`src/rtl/bif_dpath_pkg.sv`:
```
// ---------------------------------------------------------------------------
// bif_dpath_pkg
// Shared definitions for the BIF datapath local-bus address (LBD) queue.
//   - Default widths and depth for the queue.
//   - lbd_entry_t : packed {ppn, ca} capture at the default widths.
//   - lbd_odd_par : per-byte odd parity over a zero-extended address word.
// No ports (package).
// ---------------------------------------------------------------------------
package bif_dpath_pkg;

    localparam int PPN_W_DEF = 14;
    localparam int CA_W_DEF  = 10;
    localparam int DEPTH_DEF = 4;

    // Widest LBD word the parity helper handles; callers zero-extend into it.
    localparam int LBD_MAX_W = 64;
    localparam int PAR_MAX_W = LBD_MAX_W / 8;

    typedef struct packed {
        logic [PPN_W_DEF-1:0] ppn;
        logic [CA_W_DEF-1:0]  ca;
    } lbd_entry_t;

    // Bit i is set when byte i holds an even number of ones, making the
    // byte plus its parity bit odd overall.
    function automatic logic [PAR_MAX_W-1:0] lbd_odd_par(input logic [LBD_MAX_W-1:0] data);
        logic [PAR_MAX_W-1:0] par;
        par = '0;
        for (int i = 0; i < PAR_MAX_W; i++) begin
            par[i] = ~^data[8*i +: 8];
        end
        return par;
    endfunction

endpackage

```
`src/rtl/bif_lbd_queue_mem.sv`:
```
// ---------------------------------------------------------------------------
// bif_lbd_queue_mem
// DEPTH x WIDTH register file for the LBD queue: one synchronous write port,
// one asynchronous read port. Contents are never reset; the owning queue's
// empty flag masks stale data.
// Ports:
//   clk    in   1        write clock
//   we     in   1        write enable
//   waddr  in   AW       write address
//   wdata  in   WIDTH    write data
//   raddr  in   AW       read address
//   rdata  out  WIDTH    read data (combinational)
// ---------------------------------------------------------------------------
module bif_lbd_queue_mem #(
    parameter int DEPTH = 4,
    parameter int WIDTH = 24,
    parameter int AW    = $clog2(DEPTH)
) (
    input  logic             clk,
    input  logic             we,
    input  logic [AW-1:0]    waddr,
    input  logic [WIDTH-1:0] wdata,
    input  logic [AW-1:0]    raddr,
    output logic [WIDTH-1:0] rdata
);

    logic [WIDTH-1:0] mem [DEPTH];

    always_ff @(posedge clk) begin
        if (we) begin
            mem[waddr] <= wdata;
        end
    end

    assign rdata = mem[raddr];

endmodule

```
`src/rtl/bif_dpath_lbd_addr_queue.sv`:
```
// ---------------------------------------------------------------------------
// bif_dpath_lbd_addr_queue
// BIF datapath local-bus address queue. Captures {ppn, ca} on every cycle
// ecreq is high and presents the oldest entry on lbd while eadr_n is low.
// The bus side retires the head with lbd_pop. A push into a full queue is
// dropped and latches the sticky ovf flag.
// Optional feature macro: BIF_LBD_PARITY_EN -- stores per-byte odd parity
// with each entry and drives it on lbd_par (otherwise lbd_par is 0).
// Ports:
//   sysclk   in   1        clock
//   sys_rst  in   1        synchronous reset, active-high
//   ppn      in   PPN_W    physical page number to capture
//   ca       in   CA_W     cache address to capture
//   ecreq    in   1        push request
//   eadr_n   in   1        output enable, active-low
//   lbd_pop  in   1        pop request
//   ovf_clr  in   1        clear sticky overflow
//   lbd      out  LBD_W    head entry, 0 when disabled or empty
//   lbd_oe   out  1        !eadr_n && !empty
//   lbd_par  out  LBD_W/8  per-byte odd parity of lbd
//   empty    out  1        queue empty
//   full     out  1        queue full
//   count    out  CNT_W    occupied entries
//   ovf      out  1        sticky overflow
// ---------------------------------------------------------------------------
module bif_dpath_lbd_addr_queue
    import bif_dpath_pkg::*;
#(
    parameter int PPN_W = PPN_W_DEF,
    parameter int CA_W  = CA_W_DEF,
    parameter int DEPTH = DEPTH_DEF,
    parameter int LBD_W = PPN_W + CA_W,
    parameter int CNT_W = $clog2(DEPTH + 1)
) (
    input  logic               sysclk,
    input  logic               sys_rst,
    input  logic [PPN_W-1:0]   ppn,
    input  logic [CA_W-1:0]    ca,
    input  logic               ecreq,
    input  logic               eadr_n,
    input  logic               lbd_pop,
    input  logic               ovf_clr,
    output logic [LBD_W-1:0]   lbd,
    output logic               lbd_oe,
    output logic [LBD_W/8-1:0] lbd_par,
    output logic               empty,
    output logic               full,
    output logic [CNT_W-1:0]   count,
    output logic               ovf
);

    localparam int PTR_W = $clog2(DEPTH);
    localparam int PAR_W = LBD_W / 8;
`ifdef BIF_LBD_PARITY_EN
    localparam int MEM_W = LBD_W + PAR_W;
`else
    localparam int MEM_W = LBD_W;
`endif

    if (DEPTH < 2 || (DEPTH & (DEPTH - 1)) != 0) begin : g_bad_depth
        $error("bif_dpath_lbd_addr_queue: DEPTH must be a power of two >= 2");
    end
`ifdef BIF_LBD_PARITY_EN
    if (LBD_W % 8 != 0 || LBD_W > LBD_MAX_W) begin : g_bad_par_w
        $error("bif_dpath_lbd_addr_queue: parity needs LBD_W a multiple of 8 and <= 64");
    end
`endif

    logic [PTR_W-1:0] rd_ptr;
    logic [PTR_W-1:0] wr_ptr;
    logic             pop_ok;
    logic             push_ok;
    logic [LBD_W-1:0] entry;
    logic [MEM_W-1:0] wdata;
    logic [MEM_W-1:0] rdata;

    assign empty   = (count == '0);
    assign full    = (count == CNT_W'(DEPTH));
    assign pop_ok  = lbd_pop && !empty;
    // A same-cycle pop frees the slot, so a full queue still accepts the push.
    assign push_ok = ecreq && (!full || pop_ok);
    assign entry   = {ppn, ca};

`ifdef BIF_LBD_PARITY_EN
    logic [PAR_MAX_W-1:0] par_all;
    assign par_all = lbd_odd_par(LBD_MAX_W'(entry));
    assign wdata   = {par_all[PAR_W-1:0], entry};
`else
    assign wdata   = entry;
`endif

    always_ff @(posedge sysclk) begin
        if (sys_rst) begin
            rd_ptr <= '0;
            wr_ptr <= '0;
            count  <= '0;
            ovf    <= 1'b0;
        end else begin
            if (push_ok) begin
                wr_ptr <= wr_ptr + 1'b1;
            end
            if (pop_ok) begin
                rd_ptr <= rd_ptr + 1'b1;
            end
            if (push_ok && !pop_ok) begin
                count <= count + 1'b1;
            end else if (pop_ok && !push_ok) begin
                count <= count - 1'b1;
            end
            // Overflow set takes priority over a same-cycle clear.
            if (ecreq && !push_ok) begin
                ovf <= 1'b1;
            end else if (ovf_clr) begin
                ovf <= 1'b0;
            end
        end
    end

    bif_lbd_queue_mem #(
        .DEPTH (DEPTH),
        .WIDTH (MEM_W),
        .AW    (PTR_W)
    ) u_mem (
        .clk   (sysclk),
        .we    (push_ok && !sys_rst),
        .waddr (wr_ptr),
        .wdata (wdata),
        .raddr (rd_ptr),
        .rdata (rdata)
    );

    assign lbd_oe = !eadr_n && !empty;
    assign lbd    = lbd_oe ? rdata[LBD_W-1:0] : '0;

`ifdef BIF_LBD_PARITY_EN
    assign lbd_par = lbd_oe ? rdata[MEM_W-1:LBD_W] : '0;
`else
    assign lbd_par = '0;
`endif

endmodule

```
`config.mk`:
```
export PLATFORM = sky130hd
export DESIGN_NAME = bif_dpath_lbd_addr_queue
export DESIGN_NICKNAME = d
export VERILOG_FILES = /design/src/rtl/bif_dpath_pkg.sv /design/src/rtl/bif_lbd_queue_mem.sv /design/src/rtl/bif_dpath_lbd_addr_queue.sv
export SDC_FILE = /design/constraint.sdc
export NUM_CORES = 1
export LEC_CHECK = 0
export ABC_AREA = 0
export ABC_CLOCK_PERIOD_IN_PS = 3500
export CORE_UTILIZATION = 40
export CTS_CLUSTER_DIAMETER = 120
export DETAILED_ROUTE_END_ITERATION = 6
export PLACE_DENSITY_LB_ADDON = 0.2
export SYNTH_ARGS = -nofsm -noshare
export SYNTH_HDL_FRONTEND = slang
export SYNTH_SLANG_ARGS = --single-unit
```
`constraint.sdc`:
```
create_clock -name sysclk -period 3.5 [get_ports sysclk]
set_input_delay 0.7 -clock sysclk [delete_from_list [all_inputs] [get_ports sysclk]]
set_output_delay 0.7 -clock sysclk [all_outputs]
set_load 0.05 [all_outputs]
```
==> images/met1.png <==
Scale bar: 20 µm. Supply wires on this layer in gray. Cells faint in the background.
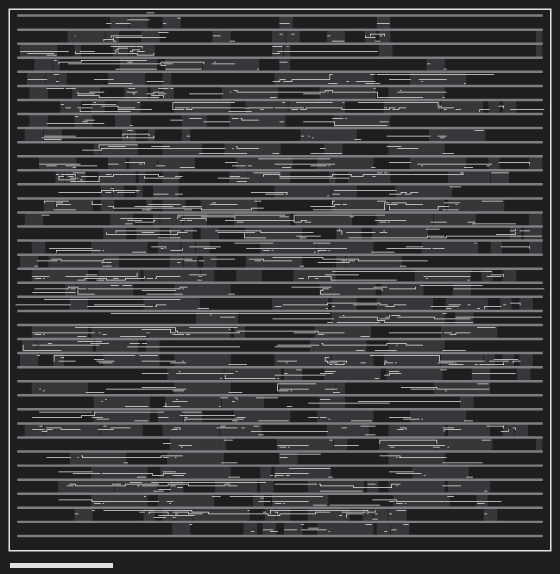
The wires run mostly horizontal. 271 nets have wire on it. The layer holds 46% of the routed length.

==> images/zoom.png <==
Scale bar: 10 µm. Region (32, 11) to (72, 51) µm. Cells in gray, sequential cells in the stronger gray; small squares are vias.
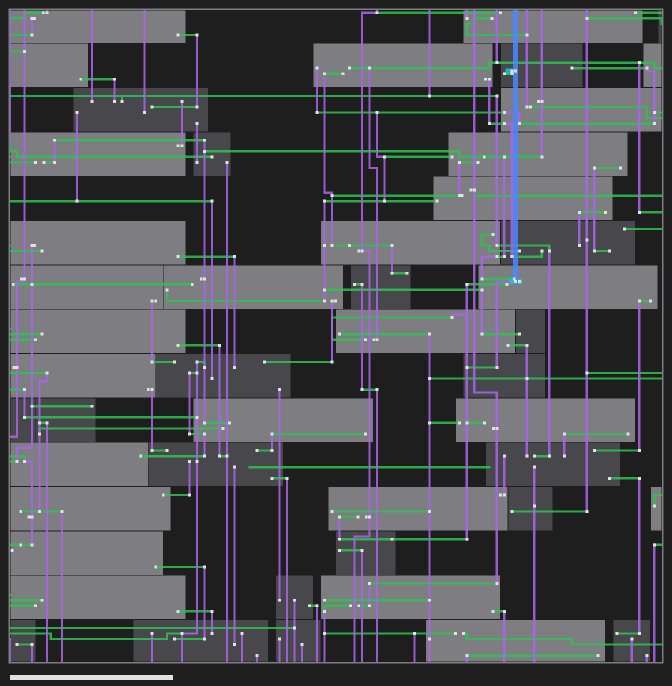
Green shows met1. Blue shows met4. Cyan shows met3. Purple shows met2.
Most frequent: edfxtp_1 (24), mux4_2 (6). Netlist names of flops here include u_mem.mem (24). Sequential cells in the window: 24. 42 logic cells have their middle in the window.

==> results_dict.tcl <==
# place-and-route summary
set metrics [dict create \
    p_comb_mw 1.25 \
    die_x_um 104 \
    hpwlAfterDp_mm 4.30 \
    ys_area_um2 4200 \
    die_area_um2 10900 \
    met3_usage_pct 2.82 \
    gr-usage-met1_pct 18.0 \
    synth_area_um2 4200 \
    top_usage_layer "met2" \
    crit_path_end_kind "output port" \
    top_power_group "sequential cells" \
    maxSlewViolCount 0 \
    path_max_fanout 25 \
    r2r_end "count[2]$_SDFFE_PP0P_" \
    place_inst 408 \
    grt_pass1_wl_mm 11.0 \
    finalClockSkew_ns 0.00519 \
    dominant_cells "registers" \
    grt_overflow 0 \
    cts-htree-levels 3 \
    nFlopsAndLatches 106 \
    sequentialPowerShare_pct 45.4 \
    buf_share_pct 12.1 \
    comb_share_pct 20.4 \
    ys_cells 212 \
    clock_buffers 10 \
    boundaryPins 64 \
    clk-power_mw 0.637 \
    critPathTopFamily "simple AND/OR/NAND/NOR gates" \
    postSynth.asyncResetShare_pct 0 \
    wl_per_cell_um 16.4 \
    yosysTopAreaCell "edfxtp_1" \
    avgSynthCellArea_um2 19.8 \
    simple_gate_share_pct 6.94 \
    pg_seq_mw 1.57 \
    num_vias 2035 \
    final.setup.tns_ns 0 \
    grt_util_all_layers_pct 13.9 \
    cts_tree "built" \
    internal-power_mw 2.22 \
    r2r_slack_ns 1.22 \
    drt_wl_total_mm 6.96 \
    final_cells 423 \
    met3_length_um 243 \
    sh_seq_area_pct 60.7 \
    p_clk_share_pct 18.5 \
    cap_violations 0 \
    logic_family "multiplexers" \
    fmax_ghz 0.324 \
    critPathArrivalTime_ns 2.38 \
    first_global_vias 2048 \
    cts.clk_slew.worst_paths_ns 0.09 \
    antenna_cells 0 \
    switchingPower_mw 1.23 \
    ctsResizeCount 0 \
    fin_util_pct 49.7 \
    n_fill_cell 866 \
    antenna_left 0 \
    max_slew_margin_pct 27.4 \
    cts_buffer_depth 2 \
    holdWs_ns 0.504 \
    nWellTaps 136 \
    r2r.worst_path.cells 9 \
    status "finished, final reports clean" \
    tightest_slew_ns 1.09 \
    drive_above_1_share_pct 28.9 \
    io_buffer_count 60 \
    die_h_um 104 \
    worstPathCellList "clkdlybuf4s50_1, or2_1, nor2b_1, buf_4" \
    regMostFlops "u_mem.mem" \
    common_cells "edfxtp_1 (96), nor2b_1 (25), mux4_2 (24)" \
    top_cell_area_share_pct 68.7 \
    drt-vias-per-instance 4.81 \
    logic_gates 91 \
    cts_buffers 9 \
    critPathMaxStageDelay_ns 0.81 \
    min_period_ns 3.08 \
    placed_area_um2 4930 \
    powerDensity_nw_per_um2 678 \
    finalNetCount 319 \
    inv_count 5 \
    min_path_type "reg2reg" \
    power.total_mw 3.45 \
    post_cts.repair.setup_buffers 0 \
    dr_wl_met2_mm 3.44 \
    crit_path_top_delay_cell "or2_1" \
    ys_sh_adder_pct 1.97 \
    cp.required_ns 2.80 \
    yosys_warnings 0 \
    min_period_over_period_pct 88.1 \
    mux_area_share_pct 13.7 \
    synth_sequential_area_ratio_pct 73.4 \
    flop_cell "edfxtp_1" \
    hold-path-cell-count 2 \
    grt_max_degree 26 \
    crit_buf_inv 2 \
    path_class "in2out" \
    cts-root-buf "clkbuf_8" \
    core-area_um2 10200 \
    ir_drop_uv 350 \
    top_layer "met4" \
    p_comb_share_pct 36.1 \
    cp.depth 4 \
    synth.distinct_cells 28 \
    clkSinkCount 106 \
    regArea_um2 3080 \
    wl_met1_mm 3.17 \
    pre_cts_ws_ns 0.324 \
    floorplan.core_util_pct 41.0 \
    rows 37 \
    critPathCapture "lbd[2]" \
    first_pass_iters 4 \
    ys_seq_elements 106 \
    clock_latency_ns 0.35 \
    gp_congestion 0.682 \
    hp-start "rd_ptr[1]$_SDFFE_PP0P_" \
    switching_share_pct 35.6 \
]
==> images/drive_strength.png <==
Scale bar: 20 µm.
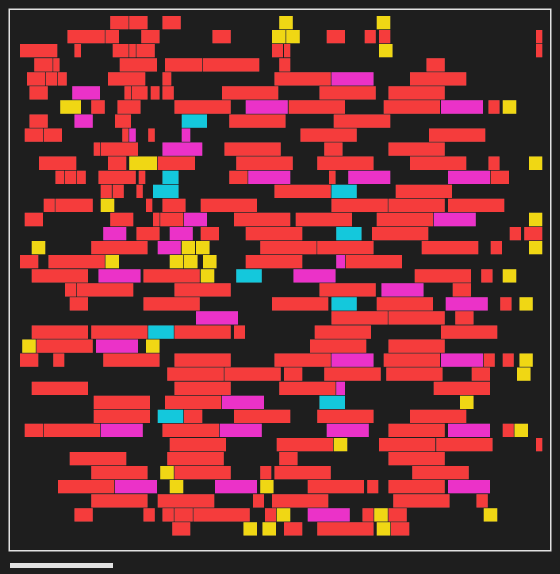
Red shows drive 1 or less, cells 204. Yellow shows drive 3 to 4, cells 38. Magenta shows drive 2, cells 35. Cyan shows drive 6 and up, cells 10.
fin area: 5080 µm²
buffers outside the clock class: 70
area grow syn2layout: 21.1%
worst setup margin: 0.418 ns

